`config.mk`:
```
export PLATFORM = sky130hd
export DESIGN_NAME = addsub_pipe_flat
export DESIGN_NICKNAME = d
export VERILOG_FILES = /design/src/rtl/addsub_pipe_if.sv /design/src/rtl/addsub_pipe.sv /design/src/flat_wrapper.sv
export SDC_FILE = /design/constraint.sdc
export NUM_CORES = 1
export LEC_CHECK = 0
export CAP_MARGIN = 20
export CORE_UTILIZATION = 43
export DETAILED_ROUTE_END_ITERATION = 6
export PLACE_DENSITY_LB_ADDON = 0.05
export SLEW_MARGIN = 20
export SYNTH_ARGS = -nofsm -noshare
export SYNTH_HDL_FRONTEND = slang
export SYNTH_SLANG_ARGS = --single-unit
```
`constraint.sdc`:
```
create_clock -name clk -period 4.5 [get_ports clk]
set_clock_uncertainty 0.05 [all_clocks]
set_input_delay 1.125 -clock clk [delete_from_list [all_inputs] [get_ports clk]]
set_output_delay 1.125 -clock clk [all_outputs]
set_load 0.03 [all_outputs]
```
`src/rtl/addsub_pipe_if.sv`:
```
// Operand/result handshake bundle for addsub_pipe.
// master = operand producer and result consumer; slave = the arithmetic unit.
interface addsub_pipe_if #(
    parameter int unsigned WIDTH = 16
);
    logic             in_valid;
    logic             in_ready;
    logic [WIDTH-1:0] a;
    logic [WIDTH-1:0] b;
    logic             cb_in;
    logic             op_sub;
    logic             sgn;
    logic             sat;
    logic             out_valid;
    logic             out_ready;
    logic [WIDTH-1:0] result;
    logic             cb_out;
    logic             ovf;
    logic             zero;

    modport master (
        output in_valid, a, b, cb_in, op_sub, sgn, sat, out_ready,
        input  in_ready, out_valid, result, cb_out, ovf, zero
    );

    modport slave (
        input  in_valid, a, b, cb_in, op_sub, sgn, sat, out_ready,
        output in_ready, out_valid, result, cb_out, ovf, zero
    );
endinterface

```
`src/rtl/addsub_pipe.sv`:
```
// Pipelined add/subtract unit: one WIDTH/STAGES-bit carry segment per stage,
// saturation and flags resolved in the final (output) stage, global-stall handshake.
module addsub_pipe #(
    parameter int unsigned WIDTH  = 16,
    parameter int unsigned STAGES = 2
) (
    input  logic             clk,
    input  logic             rst_n,
    addsub_pipe_if.slave     bus,
    output logic             busy
);
    localparam int unsigned SEG  = WIDTH / STAGES;
    localparam int unsigned LAST = STAGES - 1;

    logic [STAGES-1:0] v_q;
    logic [WIDTH-1:0]  a_q   [STAGES];
    logic [WIDTH-1:0]  b_q   [STAGES];
    logic [WIDTH-1:0]  r_q   [STAGES];
    logic              c_q   [STAGES];
    logic              sub_q [STAGES];
    logic              sgn_q [STAGES];
    logic              sat_q [STAGES];
    logic              ovf_q;
    logic              zero_q;

    logic [STAGES-1:0] v_d;
    logic [WIDTH-1:0]  a_d   [STAGES];
    logic [WIDTH-1:0]  b_d   [STAGES];
    logic [WIDTH-1:0]  r_d   [STAGES];
    logic [WIDTH-1:0]  r_n   [STAGES];
    logic              c_d   [STAGES];
    logic              c_n   [STAGES];
    logic              sub_d [STAGES];
    logic              sgn_d [STAGES];
    logic              sat_d [STAGES];
    logic [SEG:0]      seg;

    logic              advance;
    logic [WIDTH-1:0]  raw;
    logic [WIDTH-1:0]  sat_val;
    logic [WIDTH-1:0]  res_n;
    logic              cb_n;
    logic              sovf;
    logic              ovf_n;

    always_comb begin
        advance = !v_q[LAST] || bus.out_ready;

        // Stage 0 sees the operand bus with B and the carry already inverted for subtraction.
        v_d[0]   = bus.in_valid;
        a_d[0]   = bus.a;
        b_d[0]   = bus.op_sub ? ~bus.b : bus.b;
        r_d[0]   = '0;
        c_d[0]   = bus.op_sub ? ~bus.cb_in : bus.cb_in;
        sub_d[0] = bus.op_sub;
        sgn_d[0] = bus.sgn;
        sat_d[0] = bus.sat;
        for (int unsigned k = 1; k < STAGES; k++) begin
            v_d[k]   = v_q[k-1];
            a_d[k]   = a_q[k-1];
            b_d[k]   = b_q[k-1];
            r_d[k]   = r_q[k-1];
            c_d[k]   = c_q[k-1];
            sub_d[k] = sub_q[k-1];
            sgn_d[k] = sgn_q[k-1];
            sat_d[k] = sat_q[k-1];
        end

        seg = '0;
        for (int unsigned k = 0; k < STAGES; k++) begin
            seg = {1'b0, a_d[k][k*SEG +: SEG]} + {1'b0, b_d[k][k*SEG +: SEG]}
                + {{SEG{1'b0}}, c_d[k]};
            r_n[k] = r_d[k];
            r_n[k][k*SEG +: SEG] = seg[SEG-1:0];
            c_n[k] = seg[SEG];
        end

        raw  = r_n[LAST];
        cb_n = sub_d[LAST] ? ~c_n[LAST] : c_n[LAST];
        sovf = (a_d[LAST][WIDTH-1] == b_d[LAST][WIDTH-1])
            && (raw[WIDTH-1] != a_d[LAST][WIDTH-1]);
        ovf_n = sgn_d[LAST] ? sovf : cb_n;

        if (sgn_d[LAST])
            sat_val = a_d[LAST][WIDTH-1] ? {1'b1, {(WIDTH-1){1'b0}}} : {1'b0, {(WIDTH-1){1'b1}}};
        else
            sat_val = sub_d[LAST] ? '0 : '1;
        res_n = (sat_d[LAST] && ovf_n) ? sat_val : raw;
    end

    always_ff @(posedge clk or negedge rst_n) begin
        if (!rst_n) begin
            v_q    <= '0;
            ovf_q  <= 1'b0;
            zero_q <= 1'b0;
            for (int unsigned k = 0; k < STAGES; k++) begin
                a_q[k]   <= '0;
                b_q[k]   <= '0;
                r_q[k]   <= '0;
                c_q[k]   <= 1'b0;
                sub_q[k] <= 1'b0;
                sgn_q[k] <= 1'b0;
                sat_q[k] <= 1'b0;
            end
        end else if (advance) begin
            v_q <= v_d;
            // Bubbles leave stage data untouched so the outputs hold the last result.
            for (int unsigned k = 0; k < STAGES; k++) begin
                if (v_d[k]) begin
                    a_q[k]   <= a_d[k];
                    b_q[k]   <= b_d[k];
                    r_q[k]   <= r_n[k];
                    c_q[k]   <= c_n[k];
                    sub_q[k] <= sub_d[k];
                    sgn_q[k] <= sgn_d[k];
                    sat_q[k] <= sat_d[k];
                end
            end
            if (v_d[LAST]) begin
                r_q[LAST] <= res_n;
                c_q[LAST] <= cb_n;
                ovf_q     <= ovf_n;
                zero_q    <= (res_n == '0);
            end
        end
    end

    assign bus.in_ready  = advance;
    assign bus.out_valid = v_q[LAST];
    assign bus.result    = r_q[LAST];
    assign bus.cb_out    = c_q[LAST];
    assign bus.ovf       = ovf_q;
    assign bus.zero      = zero_q;
    assign busy          = |v_q;
endmodule

```
`src/flat_wrapper.sv`:
```
// flat-port wrapper written by rule: the top's interface ports become plain ports
module addsub_pipe_flat 
#(
    parameter int unsigned WIDTH  = 16,
    parameter int unsigned STAGES = 2
)
  (clk, rst_n, busy, bus_in_valid, bus_a, bus_b, bus_cb_in, bus_op_sub, bus_sgn, bus_sat, bus_out_ready, bus_in_ready, bus_out_valid, bus_result, bus_cb_out, bus_ovf, bus_zero);
  addsub_pipe_if #(.WIDTH(WIDTH)) bus_i ();
  input  logic clk;
  input  logic rst_n;
  output logic busy;
  input wire logic [$bits(bus_i.in_valid)-1:0] bus_in_valid;
  input wire logic [$bits(bus_i.a)-1:0] bus_a;
  input wire logic [$bits(bus_i.b)-1:0] bus_b;
  input wire logic [$bits(bus_i.cb_in)-1:0] bus_cb_in;
  input wire logic [$bits(bus_i.op_sub)-1:0] bus_op_sub;
  input wire logic [$bits(bus_i.sgn)-1:0] bus_sgn;
  input wire logic [$bits(bus_i.sat)-1:0] bus_sat;
  input wire logic [$bits(bus_i.out_ready)-1:0] bus_out_ready;
  output wire logic [$bits(bus_i.in_ready)-1:0] bus_in_ready;
  output wire logic [$bits(bus_i.out_valid)-1:0] bus_out_valid;
  output wire logic [$bits(bus_i.result)-1:0] bus_result;
  output wire logic [$bits(bus_i.cb_out)-1:0] bus_cb_out;
  output wire logic [$bits(bus_i.ovf)-1:0] bus_ovf;
  output wire logic [$bits(bus_i.zero)-1:0] bus_zero;
  assign bus_i.in_valid = bus_in_valid;
  assign bus_i.a = bus_a;
  assign bus_i.b = bus_b;
  assign bus_i.cb_in = bus_cb_in;
  assign bus_i.op_sub = bus_op_sub;
  assign bus_i.sgn = bus_sgn;
  assign bus_i.sat = bus_sat;
  assign bus_i.out_ready = bus_out_ready;
  assign bus_in_ready = bus_i.in_ready;
  assign bus_out_valid = bus_i.out_valid;
  assign bus_result = bus_i.result;
  assign bus_cb_out = bus_i.cb_out;
  assign bus_ovf = bus_i.ovf;
  assign bus_zero = bus_i.zero;
  addsub_pipe #(.WIDTH(WIDTH), .STAGES(STAGES)) u_core (.clk(clk), .rst_n(rst_n), .bus(bus_i), .busy(busy));
endmodule
```
==> results.ini, run 1 <==
[power_and_ir_drop]
irDropWorstVdd_v=0.000153
power-per-cell-area_nw_per_um2=498
power_switching_share_pct=40.7
power_combinational_w=0.000885
clock_power_w=0.000271
power.internal_w=0.00108
dominant_power_group=combinational logic
clockPowerShare_pct=14.9
p_seq_share_pct=36.5
p_comb_share_pct=48.7
static-leakage-power_nw=1.56
power.switching_w=0.000740

[critical_path]
r2r-end=u_core.bus.result[14]$_DFFE_PN0P_
critPathMostFrequentCell=sky130_fd_sc_hd__o21ai_0
worstReg2RegStart=u_core.c_d[0]$_DFFE_PN0P_
critical_path_cell_by_cell=clkdlybuf4s50_1 > xnor2_1 > fa_1 > fa_1 > nor2b_1 > o21ai_0 > a21boi_0 > o21ai_0 > a21boi_0 > o21ai_0 > a21oi_1
worst_path_dominant_cell_family=AND-OR/OR-AND gates
type_of_element_launching_the_critical_path=primary input
worst-path-stages=11
timing.critical_path.from=bus_op_sub
critPathCaptureType=flop
crit_required_ps=4680
crit_type=primary input to flop
worstRegToRegCells=10
crit_path_max_fanout=4
timing.critical_path.to=u_core.c_d[0]$_DFFE_PN0P_
cpMaxStageDelayCell=sky130_fd_sc_hd__clkdlybuf4s50_1
critical_path.max_stage_delay_ps=640
worst-r2r-setup-slack_ps=1390
worstPathArrival_ps=3910
path_buffers=1

[synth]
top_cells_by_count=sky130_fd_sc_hd__nand2_1 (53), sky130_fd_sc_hd__dfrtp_1 (49), sky130_fd_sc_hd__o21ai_0 (22), sky130_fd_sc_hd__ha_1 (14)
yosysChipArea_um2=2910
synth-edff-count=0
postSynth.asyncResetShare_pct=100
postSynth.topFlopCell=sky130_fd_sc_hd__dfrtp_1
synthesis.area_um2=2910
netlist.area_leader.share_pct=42.1
synth.mux.area_fraction_pct=5.11
yosys.area_share.aoi_pct=16.9
synth-seq-cells=49
synth_nets=360
synth.yosys.num_cells=302
synth.top_cells.by_area=sky130_fd_sc_hd__dfrtp_1 (42%), sky130_fd_sc_hd__nand2_1 (6.8%), sky130_fd_sc_hd__ha_1 (6.0%)
yosysMostFrequentCell=sky130_fd_sc_hd__nand2_1
yosys.area_share.simple_pct=15.3
synth.avg_cell_area_um2=9.65
postSynthCellCount=302
postSynthSeqShare_pct=42.1
top_non_seq_family=AND-OR/OR-AND gates
ys_warn_count=0
xor_share_pct=7.21
yosys.cell_types.count=47
netlist.top_cell.by_area=sky130_fd_sc_hd__dfrtp_1
synth.cellmix.adderShare_pct=8.76

[finish]
antenna-diode-count=0
final_layout_top_logic_cells=sky130_fd_sc_hd__clkdlybuf4s50_1 (60), sky130_fd_sc_hd__nand2_1 (53), sky130_fd_sc_hd__dfrtp_1 (49)
buf_share_pct=17.5
ff_count=49
n_clock_buffer=5
mi_logic_area_um2=1550
nonClockBufferCount=65
layout-drive-gt1-share_pct=8.08
largest_register_ffs=16
clkCellAreaFrac_pct=2.47
fillCellCount=625
top_area_cell_class=multi-input combinational cells
final_net_count=416
nNonClkInverters=13
layout.cells.most_common=sky130_fd_sc_hd__clkdlybuf4s50_1
comb_cells=224
comb_area_share_pct=42.5
area_delta_synth_final_pct=25.3

[job]
max_cap_viol_count=0
warning_count=26

[clock_tree]
clockRootBuffer=sky130_fd_sc_hd__clkbuf_8
ctsResizeCount=0
cts_setup_buffers=0
cts_tree=built
clk_path_buf_depth=2
cts.htree.levels=2
hold_buffers=0
cts-buffers-inserted=5
sink_count=49
clkTransAtPathRegs_ps=90
clkLatencyLatePin_ps=310

[placement]
place.detailed.hpwl_um=4490
place_congestion=0.809
placement.io_buffers=61
dp_slack_ps=466

[global_route]
grt_start_max_net_pins=50
grt_first_pass_wirelength_um=10400
grtUsageTotal_pct=18.1
initial_antenna_violation_count=0
grt_pass1_vias=2078
grt_overflow=0

[sta]
final_max_slew_viol_count=0
grt_setup_unrepaired=false
slew_headroom_pct=48.3
report.final.hold_viol_count=0
worst-slew-pin-transition_ps=773
period_utilization_post_route_pct=82.9
min_period_ps=3730
final_setup_tns_ps=0
setup_viol_count_final=0
max_freq_mhz=268
layout_setup_ws_ps=769

[floorplanning]
design.portCount=62
core_util_floorplan_pct=45.1
coreArea_um2=6460
dieHeight_um=84.3
chip_area_um2=7110
rows=29
die_x_um=84.3
nWellTaps=77

[worst_hold_path]
hold_path_end=u_core.bus.ovf$_DFFE_PN0P_
hold-path-cell-count=2
hold_path_startpoint=u_core.bus.ovf$_DFFE_PN0P_
holdCritPathClass=flop to flop

[route]
drt_drc_violations_left=4
first_pass_iters=7
antenna_violating_nets_post_route=0
routed_via_density=5.18
iter_0_drt_violations=85
avgRoutedWirePerCell_um=13.5

[run_status]
failed_checks=DRC
outcome=complete, but fails checks

[run 1: stage by stage]
step,instance area (um^2),total power (W),std cells,hold slack [ps]
after global placement,3560,0.00154,428,409
after floorplan,2910,0.00126,302,406
final,3650,0.00182,436,436
after detailed placement,3560,0.00156,428,417
after global routing,3650,0.00196,436,461
after CTS,3650,0.00183,436,441
[run 1: layer usage]
metal | GRT usage, % | vias up | share of wire [%]
li1 | - | 1168 | -
met1 | 29.4 | 1023 | 56
met2 | 23.6 | 63 | 39
met3 | 3.34 | 4 | 4.1
met4 | 5.80 | 0 | 1.3
met5 | 0 | - | 0
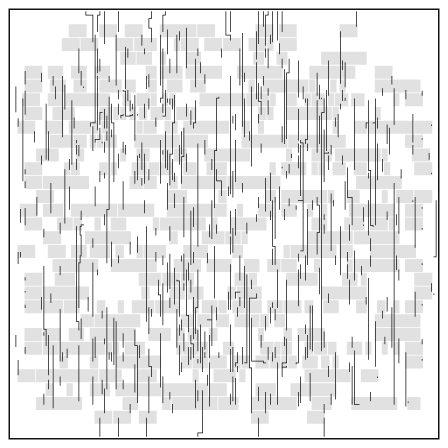
**Above:** run 1 (metal 2).
Cells faint in the background.
The layer carries 2310 um of wire. The layer holds 39% of the routed length. The wires run mostly vertical.
final wirelength: 5900 um
DR vias: 2258

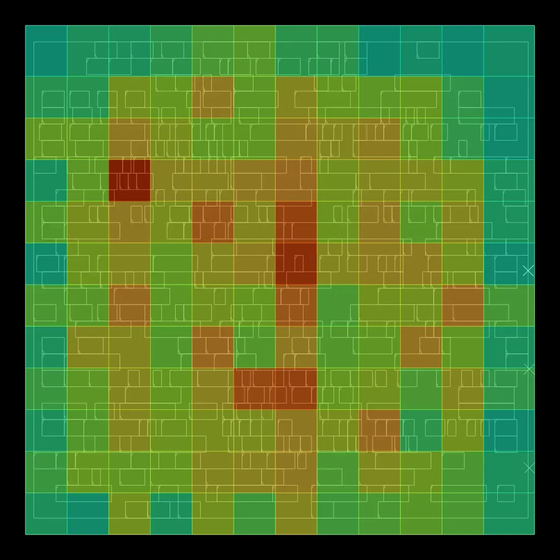
**Above:** run 1 (track usage over the die).
met3 usage: 3.34%
global routing's busiest layer: met1

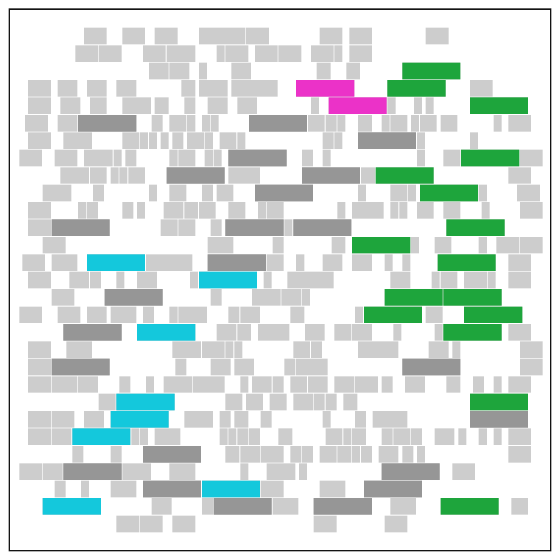
**Above:** run 1 (register map, names as in the netlist).
Other sequential cells in the stronger gray, the rest of the logic in the fainter gray.
Green stands for u_core.bus.result, placed flops 16. Magenta stands for u_core.v_q, placed flops 2. Cyan stands for u_core.b_d, placed flops 8.
Another 23 sequential cells are not colored.
P_seq: 0.000663 W
final standard cell utilization of the core: 56.5%
footprint of the flip-flops and latches: 1230 um^2
flop share of the area: 33.6%

==> run 2: changes to the inputs <==
Clock period 4.5 ns to 3.4 ns, I/O delays scaled along.
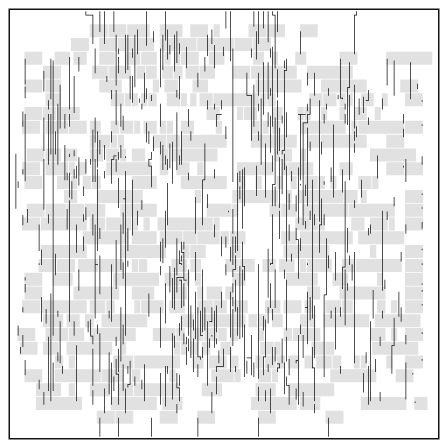
**Above:** run 2 (metal 2).
Cells faint in the background.
The layer holds 41% of the routed length. The longest straight run is 54.1 um. The layer carries 2470 um of wire.
DR vias: 2281
routing usage on met2: 26.2%
final wirelength: 5950 um

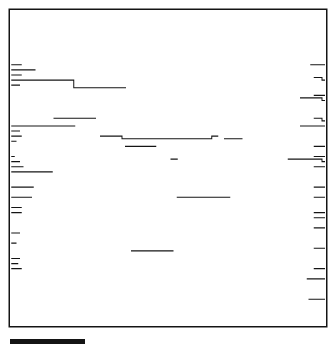
**Above:** run 2 (the metal 3 layer).
The bar under the picture is 20 um long.
The wires run mostly horizontal. The layer holds 4.5% of the routed length.
met3 usage: 3.64%

==> run 2 against run 1 <==
  * The flow still finishes with violations (DRC)
  * Critical path depth is the same
  * Utilization grew 0.91 points
  * Count of clock-buffer cells in the layout is the same
  * Setup slack lost 460 ps
  * Global-route usage grew 0.39 points
  * Sequential power grew 32%
  * Area after synthesis is the same
  * Non-clock buffer count grew 8
  * Worst hold slack lost 5.9 ps
  * Largest power group unchanged
==> results.ini, run 2 <==
[run_status]
outcome=complete, but fails checks
failed_checks=DRC

[finish]
buf_share_pct=18.9  ; +1.4 points
nonClockBufferCount=73  ; +12%
n_clock_buffer=5  ; unchanged
comb_cells=224  ; unchanged
largest_register_ffs=16  ; unchanged
clkCellAreaFrac_pct=2.33  ; -0.14 points
layout-drive-gt1-share_pct=10.1  ; +2.0 points
mi_logic_area_um2=1550  ; unchanged
antenna-diode-count=0  ; unchanged
ff_count=49  ; unchanged
final_net_count=424  ; +1.9%
flop_share_of_the_area_pct=33.0  ; -0.53 points
nNonClkInverters=13  ; unchanged
footprint_of_the_flip_flops_and_latches_um2=1230  ; unchanged
design_area_um2=3710  ; +1.6%
area_delta_synth_final_pct=27.4
fin_util_pct=57.5  ; +0.91 points
final_layout_top_logic_cells=sky130_fd_sc_hd__clkdlybuf4s50_1 (59), sky130_fd_sc_hd__nand2_1 (53), sky130_fd_sc_hd__dfrtp_1 (49)
fillCellCount=606  ; -3.0%
top_area_cell_class=multi-input combinational cells

[synth]
synth-edff-count=0  ; unchanged
xor_share_pct=7.21  ; unchanged
postSynth.asyncResetShare_pct=100  ; unchanged
yosys.area_share.aoi_pct=16.9  ; unchanged
postSynthCellCount=302  ; unchanged
synth.avg_cell_area_um2=9.65  ; unchanged
ys_warn_count=0  ; unchanged
synth.top_cells.by_area=sky130_fd_sc_hd__dfrtp_1 (42%), sky130_fd_sc_hd__nand2_1 (6.8%), sky130_fd_sc_hd__ha_1 (6.0%)
top_non_seq_family=AND-OR/OR-AND gates
synthesis.area_um2=2910  ; unchanged
synth.mux.area_fraction_pct=5.11  ; unchanged
netlist.top_cell.by_area=sky130_fd_sc_hd__dfrtp_1
netlist.area_leader.share_pct=42.1  ; unchanged
yosys.area_share.simple_pct=15.3  ; unchanged
yosys.cell_types.count=47  ; unchanged
postSynth.topFlopCell=sky130_fd_sc_hd__dfrtp_1
synth_nets=360  ; unchanged
synth.yosys.num_cells=302  ; unchanged
top_cells_by_count=sky130_fd_sc_hd__nand2_1 (53), sky130_fd_sc_hd__dfrtp_1 (49), sky130_fd_sc_hd__o21ai_0 (22), sky130_fd_sc_hd__ha_1 (14)
synth.cellmix.adderShare_pct=8.76  ; unchanged
yosysMostFrequentCell=sky130_fd_sc_hd__nand2_1
synth-seq-cells=49  ; unchanged
postSynthSeqShare_pct=42.1  ; unchanged
yosysChipArea_um2=2910  ; unchanged

[power_and_ir_drop]
power.internal_w=0.00144  ; +34%
p_seq_share_pct=36.3  ; -0.2 points
power_switching_share_pct=40.1  ; -0.62 points
power-per-cell-area_nw_per_um2=648  ; +30%
total_power_w=0.00241  ; +32%
power.switching_w=0.000964  ; +30%
clockPowerShare_pct=14.1  ; -0.8 points
clock_power_w=0.000339  ; +25%
power_combinational_w=0.00119  ; +34%
irDropWorstVdd_v=0.000261  ; +70%
static-leakage-power_nw=1.61  ; +3.1%
p_comb_share_pct=49.6  ; +0.9 points
dominant_power_group=combinational logic
power.sequential.total_w=0.000874  ; +32%

[clock_tree]
sink_count=49  ; unchanged
cts-buffers-inserted=5  ; unchanged
clk_path_buf_depth=2  ; unchanged
clockRootBuffer=sky130_fd_sc_hd__clkbuf_8
clkTransAtPathRegs_ps=90  ; about the same
clkLatencyLatePin_ps=300  ; about the same
cts_setup_buffers=0  ; unchanged
cts.htree.levels=2  ; unchanged
ctsResizeCount=0  ; unchanged
cts_tree=built
hold_buffers=0  ; unchanged

[critical_path]
cpMaxStageDelayCell=sky130_fd_sc_hd__fa_1
worstReg2RegStart=u_core.c_d[0]$_DFFE_PN0P_
critPathCaptureType=flop
timing.critical_path.to=u_core.c_d[0]$_DFFE_PN0P_
critPathMostFrequentCell=sky130_fd_sc_hd__o21ai_0
type_of_element_launching_the_critical_path=primary input
worst_path_dominant_cell_family=AND-OR/OR-AND gates
crit_type=primary input to flop
critical_path.max_stage_delay_ps=440  ; -200 ps
r2r-end=u_core.bus.result[9]$_DFFE_PN0P_
path_buffers=1  ; unchanged
worstPathArrival_ps=3260  ; -650 ps
critical_path_cell_by_cell=clkdlybuf4s50_1 > xnor2_1 > fa_1 > fa_1 > nor2b_1 > o21ai_0 > a21boi_1 > o21ai_0 > a21boi_0 > o21ai_0 > a21oi_1
worstRegToRegCells=11  ; +1
timing.critical_path.from=bus_b[0]
crit_required_ps=3570  ; -1110 ps
worst-path-stages=11  ; unchanged
worst-r2r-setup-slack_ps=540  ; -850 ps
crit_path_max_fanout=2  ; -2

[global_route]
grt_first_pass_wirelength_um=10600  ; +1.8%
grt_start_max_net_pins=50  ; unchanged
gr-max-usage-layer=met1
grt_overflow=0  ; unchanged
initial_antenna_violation_count=0  ; unchanged
grtUsageTotal_pct=18.5  ; +0.39 points
grt_pass1_vias=2236  ; +7.6%
use_met1_pct=29.0  ; -0.45 points

[sta]
max_freq_mhz=324
grt_setup_unrepaired=false
hold_slack_final_ps=430  ; -5.92 ps
final_max_slew_viol_count=0  ; unchanged
period_utilization_post_route_pct=90.8
report.final.hold_viol_count=0  ; unchanged
min_period_ps=3090
setup_viol_count_final=0  ; unchanged
slew_headroom_pct=58.8  ; +10 points
worst-slew-pin-transition_ps=618  ; -155 ps

[worst_hold_path]
hold_path_end=u_core.bus.result[15]$_DFFE_PN0P_
holdCritPathClass=flop to flop
hold_path_startpoint=u_core.bus.result[15]$_DFFE_PN0P_
hold-path-cell-count=2  ; unchanged

[job]
max_cap_viol_count=0  ; unchanged
warning_count=26  ; unchanged

[route]
routed_via_density=5.14  ; -0.80%
antenna_violating_nets_post_route=0  ; unchanged
iter_0_drt_violations=129  ; +52%
route.layer.met1.wl_um=3180  ; -2.8%
met3_wirelength_um=266  ; +9.9%
first_pass_iters=6  ; -1
wl_met2_um=2470  ; +6.9%
drt_drc_violations_left=8  ; +4
routed.top_layer=met4
avgRoutedWirePerCell_um=13.4  ; -0.99%

[floorplanning]
dieHeight_um=84.3  ; unchanged
die_x_um=84.3  ; unchanged
core_util_floorplan_pct=45.1  ; unchanged
nWellTaps=77  ; unchanged
design.portCount=62  ; unchanged
coreArea_um2=6460  ; unchanged
rows=29  ; unchanged
chip_area_um2=7110  ; unchanged

[placement]
placement.io_buffers=61  ; unchanged
place.detailed.hpwl_um=4640  ; +3.2%
place_congestion=0.805  ; -0.49%
placed_cell_area_um2=3620  ; +1.7%

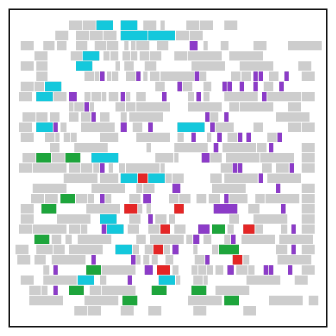
**Above:** run 2 (selected gate families).
Purple stands for nand cells, cells 65. Cyan stands for fa/ha/maj cells, cells 18. Green stands for mux cells, cells 13. Red stands for non-inverting ao/oa cells, cells 8.
commonest non-fill, non-tap cell in the layout: sky130_fd_sc_hd__clkdlybuf4s50_1
non-filler cells, final: 444
Comb area share: 41.8%

==> run 2: cell counts after synthesis <==
Identical to the previous run, type by type.
==> run 2: cell families (layout without fill, tap and decap cells) <==
kind of cell | count (synthesis) | in the layout
AND/OR/NAND/NOR | 93 | 93
AND-OR/OR-AND | 76 | 76
flip-flops | 49 | 49
buffers and inverters | 29 | 94
XOR/XNOR | 24 | 24
adder cells (fa/ha/maj) | 18 | 18
multiplexers | 13 | 13
==> run 2: per-stage QoR <==
stage               setup TNS (ps)  cells  setup WS [ps]
finish                           0    444            312
CTS                              0    444           28.5
global route                     0    444           87.5
floorplan                        0    302           71.8
global placement              -550    436           -202
detailed placement            -825    436           -280
Power and IR drop assume default switching activity.
